<file path="config.mk">
export PLATFORM = sky130hd
export DESIGN_NAME = axi_wide_mem_adapter
export DESIGN_NICKNAME = d
export VERILOG_FILES = /design/src/rtl/axi_wide_mem_adapter.sv
export SDC_FILE = /design/constraint.sdc
export NUM_CORES = 1
export LEC_CHECK = 0
export CAP_MARGIN = 20
export CORE_AREA = 2 2 261 263
export DETAILED_ROUTE_END_ITERATION = 16
export DIE_AREA = 0 0 263 265
export PLACE_DENSITY = 0.5
export SYNTH_ARGS = -nofsm -noshare
export SYNTH_HDL_FRONTEND = slang
export SYNTH_SLANG_ARGS = --single-unit
export TNS_END_PERCENT = 20
</file>
<file path="constraint.sdc">
create_clock -name clk -period 9.6 [get_ports clk]
set_clock_uncertainty 0.1 [all_clocks]
set_input_delay 2.4 -clock clk [delete_from_list [all_inputs] [get_ports clk]]
set_output_delay 2.4 -clock clk [all_outputs]
set_load 0.01 [all_outputs]
</file>
<file path="src/rtl/axi_wide_mem_adapter.sv">
// 64-bit to 128-bit AXI4 data-width adapter with per-beat lane tracking from burst address/size/type.
// Optional AXI_UPSIZE_REPLICATE_EN: read data is shifted to byte 0 and replicated by transfer size.
module axi_wide_mem_adapter #(
    parameter int AXI_ID_WIDTH   = 4,
    parameter int AXI_ADDR_WIDTH = 28,
    parameter int CMD_DEPTH      = 4
) (
    input  logic                      clk,
    input  logic                      rst,
    // narrow-side write address
    input  logic [AXI_ID_WIDTH-1:0]   s_axi_awid,
    input  logic [AXI_ADDR_WIDTH-1:0] s_axi_awaddr,
    input  logic [7:0]                s_axi_awlen,
    input  logic [2:0]                s_axi_awsize,
    input  logic [1:0]                s_axi_awburst,
    input  logic                      s_axi_awlock,
    input  logic [3:0]                s_axi_awcache,
    input  logic [2:0]                s_axi_awprot,
    input  logic                      s_axi_awvalid,
    output logic                      s_axi_awready,
    // narrow-side write data
    input  logic [63:0]               s_axi_wdata,
    input  logic [7:0]                s_axi_wstrb,
    input  logic                      s_axi_wlast,
    input  logic                      s_axi_wvalid,
    output logic                      s_axi_wready,
    // narrow-side write response
    output logic [AXI_ID_WIDTH-1:0]   s_axi_bid,
    output logic [1:0]                s_axi_bresp,
    output logic                      s_axi_bvalid,
    input  logic                      s_axi_bready,
    // narrow-side read address
    input  logic [AXI_ID_WIDTH-1:0]   s_axi_arid,
    input  logic [AXI_ADDR_WIDTH-1:0] s_axi_araddr,
    input  logic [7:0]                s_axi_arlen,
    input  logic [2:0]                s_axi_arsize,
    input  logic [1:0]                s_axi_arburst,
    input  logic                      s_axi_arlock,
    input  logic [3:0]                s_axi_arcache,
    input  logic [2:0]                s_axi_arprot,
    input  logic                      s_axi_arvalid,
    output logic                      s_axi_arready,
    // narrow-side read data
    output logic [AXI_ID_WIDTH-1:0]   s_axi_rid,
    output logic [63:0]               s_axi_rdata,
    output logic [1:0]                s_axi_rresp,
    output logic                      s_axi_rlast,
    output logic                      s_axi_rvalid,
    input  logic                      s_axi_rready,
    // wide-side write address
    output logic [AXI_ID_WIDTH-1:0]   m_axi_awid,
    output logic [AXI_ADDR_WIDTH-1:0] m_axi_awaddr,
    output logic [7:0]                m_axi_awlen,
    output logic [2:0]                m_axi_awsize,
    output logic [1:0]                m_axi_awburst,
    output logic                      m_axi_awlock,
    output logic [3:0]                m_axi_awcache,
    output logic [2:0]                m_axi_awprot,
    output logic                      m_axi_awvalid,
    input  logic                      m_axi_awready,
    // wide-side write data
    output logic [127:0]              m_axi_wdata,
    output logic [15:0]               m_axi_wstrb,
    output logic                      m_axi_wlast,
    output logic                      m_axi_wvalid,
    input  logic                      m_axi_wready,
    // wide-side write response
    input  logic [AXI_ID_WIDTH-1:0]   m_axi_bid,
    input  logic [1:0]                m_axi_bresp,
    input  logic                      m_axi_bvalid,
    output logic                      m_axi_bready,
    // wide-side read address
    output logic [AXI_ID_WIDTH-1:0]   m_axi_arid,
    output logic [AXI_ADDR_WIDTH-1:0] m_axi_araddr,
    output logic [7:0]                m_axi_arlen,
    output logic [2:0]                m_axi_arsize,
    output logic [1:0]                m_axi_arburst,
    output logic                      m_axi_arlock,
    output logic [3:0]                m_axi_arcache,
    output logic [2:0]                m_axi_arprot,
    output logic                      m_axi_arvalid,
    input  logic                      m_axi_arready,
    // wide-side read data
    input  logic [AXI_ID_WIDTH-1:0]   m_axi_rid,
    input  logic [127:0]              m_axi_rdata,
    input  logic [1:0]                m_axi_rresp,
    input  logic                      m_axi_rlast,
    input  logic                      m_axi_rvalid,
    output logic                      m_axi_rready,
    // tracker state (0 = IDLE, 1 = ACTIVE)
    output logic                      dbg_wr_state,
    output logic                      dbg_rd_state
);

    localparam int PW = $clog2(CMD_DEPTH);

    typedef struct packed {
        logic [3:0] off;
        logic [2:0] size;
        logic [7:0] len;
        logic [1:0] burst;
    } cmd_t;

    typedef enum logic {
        TRK_IDLE   = 1'b0,
        TRK_ACTIVE = 1'b1
    } trk_state_e;

    function automatic logic [1:0] eff_size(input logic [2:0] s);
        return (s > 3'd3) ? 2'd3 : s[1:0];
    endfunction

    function automatic logic [3:0] next_off(input cmd_t c, input logic [3:0] off);
        logic [1:0] sz;
        logic [3:0] step;
        logic [3:0] mask;
        sz   = eff_size(c.size);
        step = 4'd1 << sz;
        mask = 4'(((({4'd0, c.len}) + 12'd1) << sz) - 12'd1);
        case (c.burst)
            2'b00:   next_off = off;
            2'b10:   next_off = (off & ~mask) | ((off + step) & mask);
            default: next_off = off + step;
        endcase
    endfunction

    // ---------------- write address channel and command FIFO ----------------
    cmd_t          wq_mem_q [CMD_DEPTH];
    logic [PW:0]   wq_wr_q, wq_rd_q, wq_used;
    logic          wq_empty, wq_full;
    logic          aw_hs, w_hs, w_pop;
    cmd_t          w_head;

    assign wq_used  = wq_wr_q - wq_rd_q;
    assign wq_empty = (wq_used == '0);
    assign wq_full  = (wq_used == (PW+1)'(CMD_DEPTH));

    assign m_axi_awid    = s_axi_awid;
    assign m_axi_awaddr  = s_axi_awaddr;
    assign m_axi_awlen   = s_axi_awlen;
    assign m_axi_awsize  = s_axi_awsize;
    assign m_axi_awburst = s_axi_awburst;
    assign m_axi_awlock  = s_axi_awlock;
    assign m_axi_awcache = s_axi_awcache;
    assign m_axi_awprot  = s_axi_awprot;
    // Full uses the registered count, so a slot freed by this cycle's pop is only offered next cycle.
    assign m_axi_awvalid = s_axi_awvalid & ~wq_full & ~rst;
    assign s_axi_awready = m_axi_awready & ~wq_full & ~rst;
    assign aw_hs         = s_axi_awvalid & s_axi_awready;

    always_ff @(posedge clk or posedge rst) begin
        if (rst) begin
            wq_wr_q <= '0;
            wq_rd_q <= '0;
        end else begin
            if (aw_hs) wq_wr_q <= wq_wr_q + 1'b1;
            if (w_pop) wq_rd_q <= wq_rd_q + 1'b1;
        end
    end

    always_ff @(posedge clk) begin
        if (aw_hs) wq_mem_q[wq_wr_q[PW-1:0]] <= {s_axi_awaddr[3:0], s_axi_awsize, s_axi_awlen, s_axi_awburst};
    end

    // ---------------- write data tracker ----------------
    trk_state_e    w_state_q;
    logic [7:0]    w_cnt_q;
    logic [3:0]    w_off_q, w_off;

    assign w_head = wq_mem_q[wq_rd_q[PW-1:0]];
    // First beat of a burst takes its lane straight from the FIFO head, so no load cycle is needed.
    assign w_off  = (w_cnt_q == 8'd0) ? w_head.off : w_off_q;

    assign s_axi_wready = m_axi_wready & ~wq_empty;
    assign m_axi_wvalid = s_axi_wvalid & ~wq_empty;
    assign m_axi_wdata  = {s_axi_wdata, s_axi_wdata};
    assign m_axi_wstrb  = w_off[3] ? {s_axi_wstrb, 8'h00} : {8'h00, s_axi_wstrb};
    assign m_axi_wlast  = s_axi_wlast;
    assign w_hs         = s_axi_wvalid & s_axi_wready;
    assign w_pop        = w_hs & s_axi_wlast;

    always_ff @(posedge clk or posedge rst) begin
        if (rst) begin
            w_state_q <= TRK_IDLE;
            w_cnt_q   <= '0;
            w_off_q   <= '0;
        end else begin
            case (w_state_q)
                TRK_IDLE:   if (aw_hs) w_state_q <= TRK_ACTIVE;
                TRK_ACTIVE: if (w_pop && !aw_hs && wq_used == (PW+1)'(1)) w_state_q <= TRK_IDLE;
                default:    w_state_q <= TRK_IDLE;
            endcase
            if (w_hs) begin
                if (s_axi_wlast) begin
                    w_cnt_q <= '0;
                end else begin
                    w_cnt_q <= w_cnt_q + 8'd1;
                    w_off_q <= next_off(w_head, w_off);
                end
            end
        end
    end

    assign dbg_wr_state = w_state_q;

    assign s_axi_bid    = m_axi_bid;
    assign s_axi_bresp  = m_axi_bresp;
    assign s_axi_bvalid = m_axi_bvalid;
    assign m_axi_bready = s_axi_bready;

    // ---------------- read address channel and command FIFO ----------------
    cmd_t          rq_mem_q [CMD_DEPTH];
    logic [PW:0]   rq_wr_q, rq_rd_q, rq_used;
    logic          rq_empty, rq_full;
    logic          ar_hs, r_hs, r_pop;
    cmd_t          r_head;

    assign rq_used  = rq_wr_q - rq_rd_q;
    assign rq_empty = (rq_used == '0);
    assign rq_full  = (rq_used == (PW+1)'(CMD_DEPTH));

    assign m_axi_arid    = s_axi_arid;
    assign m_axi_araddr  = s_axi_araddr;
    assign m_axi_arlen   = s_axi_arlen;
    assign m_axi_arsize  = s_axi_arsize;
    assign m_axi_arburst = s_axi_arburst;
    assign m_axi_arlock  = s_axi_arlock;
    assign m_axi_arcache = s_axi_arcache;
    assign m_axi_arprot  = s_axi_arprot;
    assign m_axi_arvalid = s_axi_arvalid & ~rq_full & ~rst;
    assign s_axi_arready = m_axi_arready & ~rq_full & ~rst;
    assign ar_hs         = s_axi_arvalid & s_axi_arready;

    always_ff @(posedge clk or posedge rst) begin
        if (rst) begin
            rq_wr_q <= '0;
            rq_rd_q <= '0;
        end else begin
            if (ar_hs) rq_wr_q <= rq_wr_q + 1'b1;
            if (r_pop) rq_rd_q <= rq_rd_q + 1'b1;
        end
    end

    always_ff @(posedge clk) begin
        if (ar_hs) rq_mem_q[rq_wr_q[PW-1:0]] <= {s_axi_araddr[3:0], s_axi_arsize, s_axi_arlen, s_axi_arburst};
    end

    // ---------------- read data tracker ----------------
    trk_state_e    r_state_q;
    logic [7:0]    r_cnt_q;
    logic [3:0]    r_off_q, r_off;
    logic [63:0]   r_half;

    assign r_head = rq_mem_q[rq_rd_q[PW-1:0]];
    assign r_off  = (r_cnt_q == 8'd0) ? r_head.off : r_off_q;

    assign m_axi_rready = s_axi_rready & ~rq_empty;
    assign s_axi_rvalid = m_axi_rvalid & ~rq_empty;
    assign s_axi_rid    = m_axi_rid;
    assign s_axi_rresp  = m_axi_rresp;
    assign s_axi_rlast  = m_axi_rlast;
    assign r_hs         = m_axi_rvalid & m_axi_rready;
    assign r_pop        = r_hs & m_axi_rlast;
    assign r_half       = r_off[3] ? m_axi_rdata[127:64] : m_axi_rdata[63:0];

`ifdef AXI_UPSIZE_REPLICATE_EN
    logic [63:0] r_shift;
    assign r_shift = r_half >> {r_off[2:0], 3'b000};

    always_comb begin
        s_axi_rdata = r_shift;
        case (eff_size(r_head.size))
            2'd0:    s_axi_rdata = {8{r_shift[7:0]}};
            2'd1:    s_axi_rdata = {4{r_shift[15:0]}};
            2'd2:    s_axi_rdata = {2{r_shift[31:0]}};
            default: s_axi_rdata = r_shift;
        endcase
    end
`else
    assign s_axi_rdata = r_half;
`endif

    always_ff @(posedge clk or posedge rst) begin
        if (rst) begin
            r_state_q <= TRK_IDLE;
            r_cnt_q   <= '0;
            r_off_q   <= '0;
        end else begin
            case (r_state_q)
                TRK_IDLE:   if (ar_hs) r_state_q <= TRK_ACTIVE;
                TRK_ACTIVE: if (r_pop && !ar_hs && rq_used == (PW+1)'(1)) r_state_q <= TRK_IDLE;
                default:    r_state_q <= TRK_IDLE;
            endcase
            if (r_hs) begin
                if (m_axi_rlast) begin
                    r_cnt_q <= '0;
                end else begin
                    r_cnt_q <= r_cnt_q + 8'd1;
                    r_off_q <= next_off(r_head, r_off);
                end
            end
        end
    end

    assign dbg_rd_state = r_state_q;

`ifndef SYNTHESIS
    // Hardware follows the last flags; a disagreement with the burst length is only reported.
    wlast_matches_len: assert property (@(posedge clk) disable iff (rst)
        w_hs |-> (s_axi_wlast == (w_cnt_q == w_head.len)));
    rlast_matches_len: assert property (@(posedge clk) disable iff (rst)
        r_hs |-> (m_axi_rlast == (r_cnt_q == r_head.len)));
`endif

endmodule

</file>
==> run_1/final_clocks.png <==
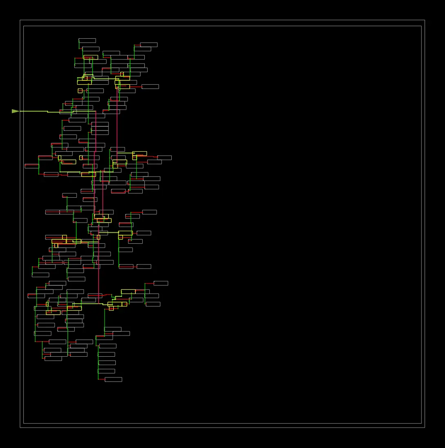
CTS Sinks: 142
flop count: 142

==> run_1/wire_density.png <==
The die is cut into 26 by 26 equal tiles; dark purple is low, yellow is high, scaled to the fullest tile. Values are wire area over tile area, all layers added.
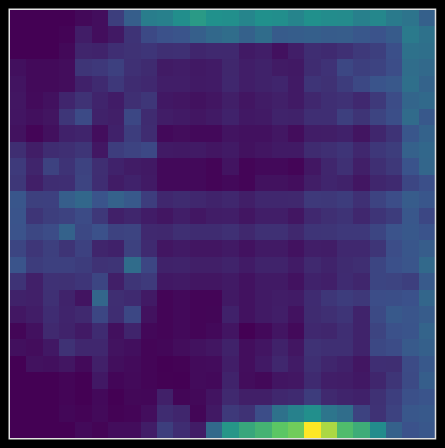
- mean over tiles: 0.16
- nearly empty tiles: 9.3%
- emptiest ninth of the die: bottom left

==> run_1/metal_stack.png <==
Only two layers are drawn.
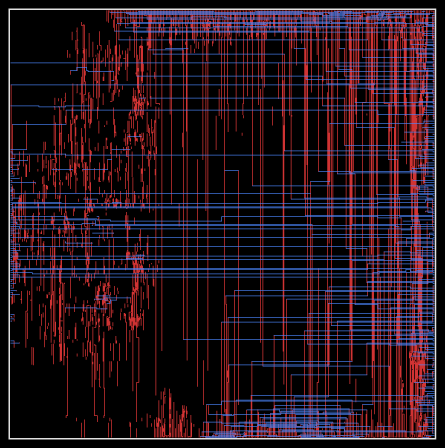
- blue: met3 (wire length 14,400 µm)
- red: met2 (wire length 26.3 mm)

==> run_1/registers.png <==
The bar under the picture is 100 µm long.
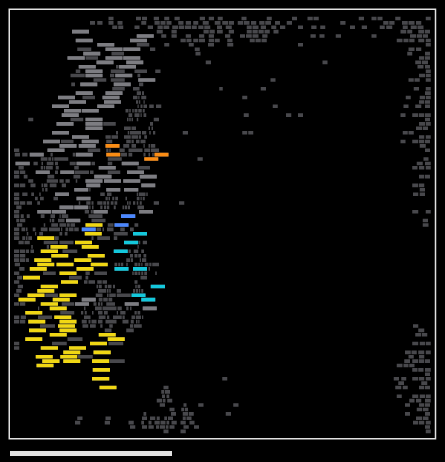
- yellow: wq_mem_q (placed flops 52)
- blue: wq_rd_q (placed flops 3)
- cyan: w_cnt_q (placed flops 8)
- orange: r_off_q (placed flops 4)
- not coloured: 75

==> run_results.csv, run 1 <==
group,metric,value,unit
placement,dpl.cell_count,1696,
critical_path,crit_path_frequent_cell,"sky130_fd_sc_hd__clkdlybuf4s50_1",
route,detail_route.drc_violations,0,
run_status,run_status,"completed",
route,vias_per_cell,3.54,
grt,globalRoute.busiestLayer,"met2",
critical_path,critical_path.max_fanout,39,
floorplan,floorplan.rows,95,
grt,grt_antenna_before_repair,3,
power_and_ir_drop,seq_pwr_share,22.2,%
logic_synthesis,synth_cell_type_count,60,
clock_network,tritoncts,"yes",
final_timing,unrepaired_setup_endpoints_after_global_routing,"false",
power_and_ir_drop,power_switching_share,41.1,%
logic_synthesis,top_cells_by_count,"252 x sky130_fd_sc_hd__buf_4, 104 x sky130_fd_sc_hd__edfxtp_1, 73 x sky130_fd_sc_hd__mux2_2, 38 x sky130_fd_sc_hd__dfrtp_1, 32 x sky130_fd_sc_hd__nand2_1",
clock_network,clk_pin_slew_worst_paths,0.05,ns
final_timing,fin_tns_setup,0,ns
logic_synthesis,flip_flops_with_a_built_in_enable,104,
power_and_ir_drop,seq-power,793,µW
grt,global_route.overflow_total,0,
final_timing,max_freq,150,MHz
final_timing,finalWorstPathRequiredPeriod,6.67,ns
layout,final_cell_count_without_fillers,1729,
floorplan,die-width,263,µm
final_timing,finalHoldWorstSlack,0.381,ns
grt,use_met2,25.3,%
clock_network,cts_hold_repair.buffers,0,
route,route.met3.wl,14400,µm
route,routed-via-count,6129,
placement,place_worst_setup_slack,2.89,ns
==> run 1: layout make-up <==
cell class	instances	area [µm²]
Clock inverter	14	97.6
Multi-Input combinational cell	369	3350
Inverter	15	56.3
Sequential cell	142	4070
Antenna cell	1	2.50
Clock buffer	18	429
Fill cell	7271	54700
Tap cell	873	1090
Timing Repair Buffer	297	2960
==> run 1: registers in the layout, summed over array words and instances (netlist names), 3 cells and up <==
signal / count
rq_wr_q: 3
w_off_q: 4
wq_wr_q: 3
w_cnt_q: 8
rq_rd_q: 3
rq_mem_q: 52
r_cnt_q: 8
wq_rd_q: 3
wq_mem_q: 52
r_off_q: 4
==> run 1: path summary, 6_finish.rpt <==
| path | startpoint | to | slack (ns) |
|---|---|---|---|
| max in group asynchronous | rst | w_off_q[3]$_DFFE_PP0P_ | 6.61 |
| worst min-delay path | r_off_q[0]$_DFFE_PP0P_ | r_off_q[0]$_DFFE_PP0P_ | 0.38 |
| worst max-delay path | rst | m_axi_arvalid | 2.93 |
| worst max register to register | rq_rd_q[0]$_DFFE_PP0N_ | rq_mem_q[3][4]$_DFFE_PP_ | 5.78 |
| min in group asynchronous | rst | dbg_wr_state$_DFF_PP0_ | 2.42 |
| worst min register to register | r_off_q[0]$_DFFE_PP0P_ | r_off_q[0]$_DFFE_PP0P_ | 0.38 |
==> run 1: cell families (layout without fill, tap and decap cells) <==
| family | Yosys count | after routing | synth area share (%) |
|---|---|---|---|
| mux | 106 | 106 | 15.8 |
| fa+ha+maj | 30 | 30 | 4.27 |
| xor+xnor | 27 | 27 | 2.57 |
| flops | 142 | 142 | 42.9 |
| simple gates | 134 | 134 | 7.45 |
| compound gates | 72 | 72 | 5.10 |
| other cells | 0 | 1 | 0 |
| buf+inv | 286 | 344 | 21.8 |
==> run_1/density.png <==
The bar under the picture is 100 µm long. The die is cut into 26 by 26 equal tiles; dark purple is low, yellow is high, 0 to 100% covered.
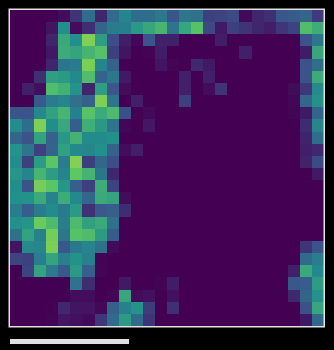

==> inputs of run 2 (changes only) <==
--- a/config.mk
+++ b/config.mk
@@ -6,9 +6,9 @@
 export NUM_CORES = 1
 export LEC_CHECK = 0
 export CAP_MARGIN = 20
-export CORE_AREA = 2 2 261 263
+export CORE_AREA = 2 2 264 266
 export DETAILED_ROUTE_END_ITERATION = 16
-export DIE_AREA = 0 0 263 265
+export DIE_AREA = 0 0 266 268
 export PLACE_DENSITY = 0.5
 export SYNTH_ARGS = -nofsm -noshare
 export SYNTH_HDL_FRONTEND = slang
==> constraint.sdc (replaced) <==
create_clock -name clk -period 5.5 [get_ports clk]
set_clock_uncertainty 0.1 [all_clocks]
set_input_delay 1.375 -clock clk [delete_from_list [all_inputs] [get_ports clk]]
set_output_delay 1.375 -clock clk [all_outputs]
set_load 0.01 [all_outputs]
==> run_2/density.png <==
The bar under the picture is 100 µm long. The die is cut into 27 by 27 equal tiles; dark purple is low, yellow is high, 0 to 100% covered.
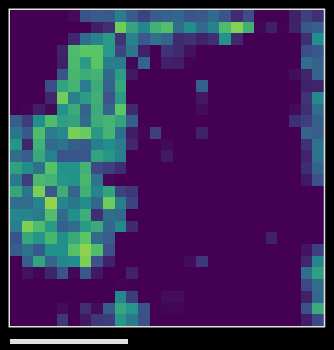
- emptiest ninth of the die: right middle
- fullest tile: 84%
- tiles over 75% full: 1.5%

==> run_results.csv, run 2 <==
group,metric,value,unit
placement,place_worst_setup_slack,0.919,ns
clock_network,clk_pin_slew_worst_paths,0.06,ns
final_timing,fin_tns_setup,0,ns
route,vias_per_cell,3.49,
logic_synthesis,synth_cell_type_count,60,
route,routed-via-count,6080,
floorplan,floorplan.rows,96,
logic_synthesis,flip_flops_with_a_built_in_enable,104,
grt,grt_antenna_before_repair,1,
clock_network,tritoncts,"yes",
clock_network,cts_hold_repair.buffers,0,
floorplan,die-width,266,µm
grt,wire_length_of_the_first_global_routing_pass,67200,µm
final_timing,finalWorstPathRequiredPeriod,4.95,ns
route,drt.antenna.violating_nets,0,
layout,combGateArea,0.00335,mm²
placement,dpl.cell_count,1707,
grt,use_met2,22.4,%
clock_network,cts.sinks,142,
route,route.met3.wl,13700,µm
layout,final-seq-area,0.00407,mm²
grt,globalRoute.busiestLayer,"met2",
critical_path,r2r_end,"w_off_q[3]$_DFFE_PP0P_",
final_timing,max_freq,202,MHz
final_timing,finalHoldWorstSlack,0.384,ns
critical_path,worstSetupStartpoint,"r_cnt_q[0]$_DFFE_PP0N_",
logic_synthesis,top_cells_by_count,"252 x sky130_fd_sc_hd__buf_4, 104 x sky130_fd_sc_hd__edfxtp_1, 73 x sky130_fd_sc_hd__mux2_2, 38 x sky130_fd_sc_hd__dfrtp_1, 32 x sky130_fd_sc_hd__nand2_1",
critical_path,critical_path.max_fanout,54,
layout,n_fill_cell,7405,
run_status,run_status,"completed",
layout,post-route-util,17.8,%
final_timing,unrepaired_setup_endpoints_after_global_routing,"false",
==> run_2/registers.png <==
The bar under the picture is 100 µm long.
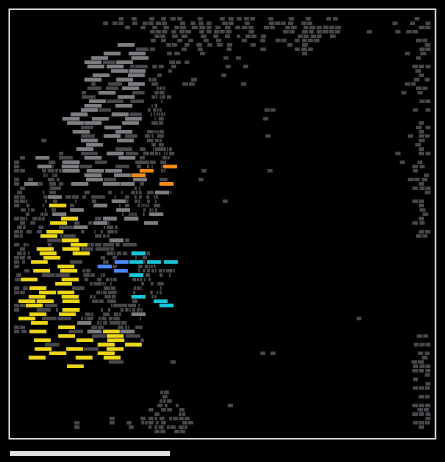
- yellow: wq_mem_q (placed flops 52)
- orange: r_off_q (placed flops 4)
- blue: wq_rd_q (placed flops 3)
- cyan: w_cnt_q (placed flops 8)
- not coloured: 75

[run 2: layout make-up]
cell class | instances | area share (%)
inverter | 15 | 0.463
antenna | 2 | 0.0411
timing repair buffer | 299 | 24.4
tap | 882 | 9.07
multi-input combinational | 369 | 27.5
sequential | 142 | 33.5
clock buffer | 17 | 3.50
clock inverter | 15 | 1.50
[run 2: logic make-up after synthesis]
group / Yosys count / share of synthesized area (%)
AND-OR/OR-AND: 72 / 5.10
adder cells (fa/ha/maj): 30 / 4.27
AND/OR/NAND/NOR: 134 / 7.45
XOR/XNOR: 27 / 2.57
multiplexers: 106 / 15.8
buffers and inverters: 286 / 21.8
flip-flops: 142 / 42.9
[run 2: worst min-delay path by stage]
stage	cells past startpoint	startpoint	endpoint	slack, ns
global placement	2	w_off_q[1]$_DFFE_PP0P_	w_off_q[1]$_DFFE_PP0P_	0.36
detailed placement	2	w_off_q[1]$_DFFE_PP0P_	w_off_q[1]$_DFFE_PP0P_	0.37
finish	2	r_off_q[0]$_DFFE_PP0P_	r_off_q[0]$_DFFE_PP0P_	0.38
global route	1	wq_wr_q[2]$_DFFE_PP0P_	wq_wr_q[2]$_DFFE_PP0P_	0.41
CTS	2	w_off_q[1]$_DFFE_PP0P_	w_off_q[1]$_DFFE_PP0P_	0.39
floorplan	2	w_off_q[0]$_DFFE_PP0P_	w_off_q[0]$_DFFE_PP0P_	0.34
[run 2: critical path: cells and delay by family (launching register included)]
kind,cells,cell delay (ns)
mux,2,1.23
buf+inv,2,0.70
simple gates,2,0.44
flops,1,0.42
fa+ha+maj,1,0.14
[run 2: power breakdown]
group	leakage (nW)	internal (mW)	total (mW)	switching, mW
sequential	1.42	1.30	1.39	0.0857
combinational	2.51	1.82	3.77	1.95
clock	0.299	0.719	1.18	0.464
Power is estimated from default activity; no workload was simulated.
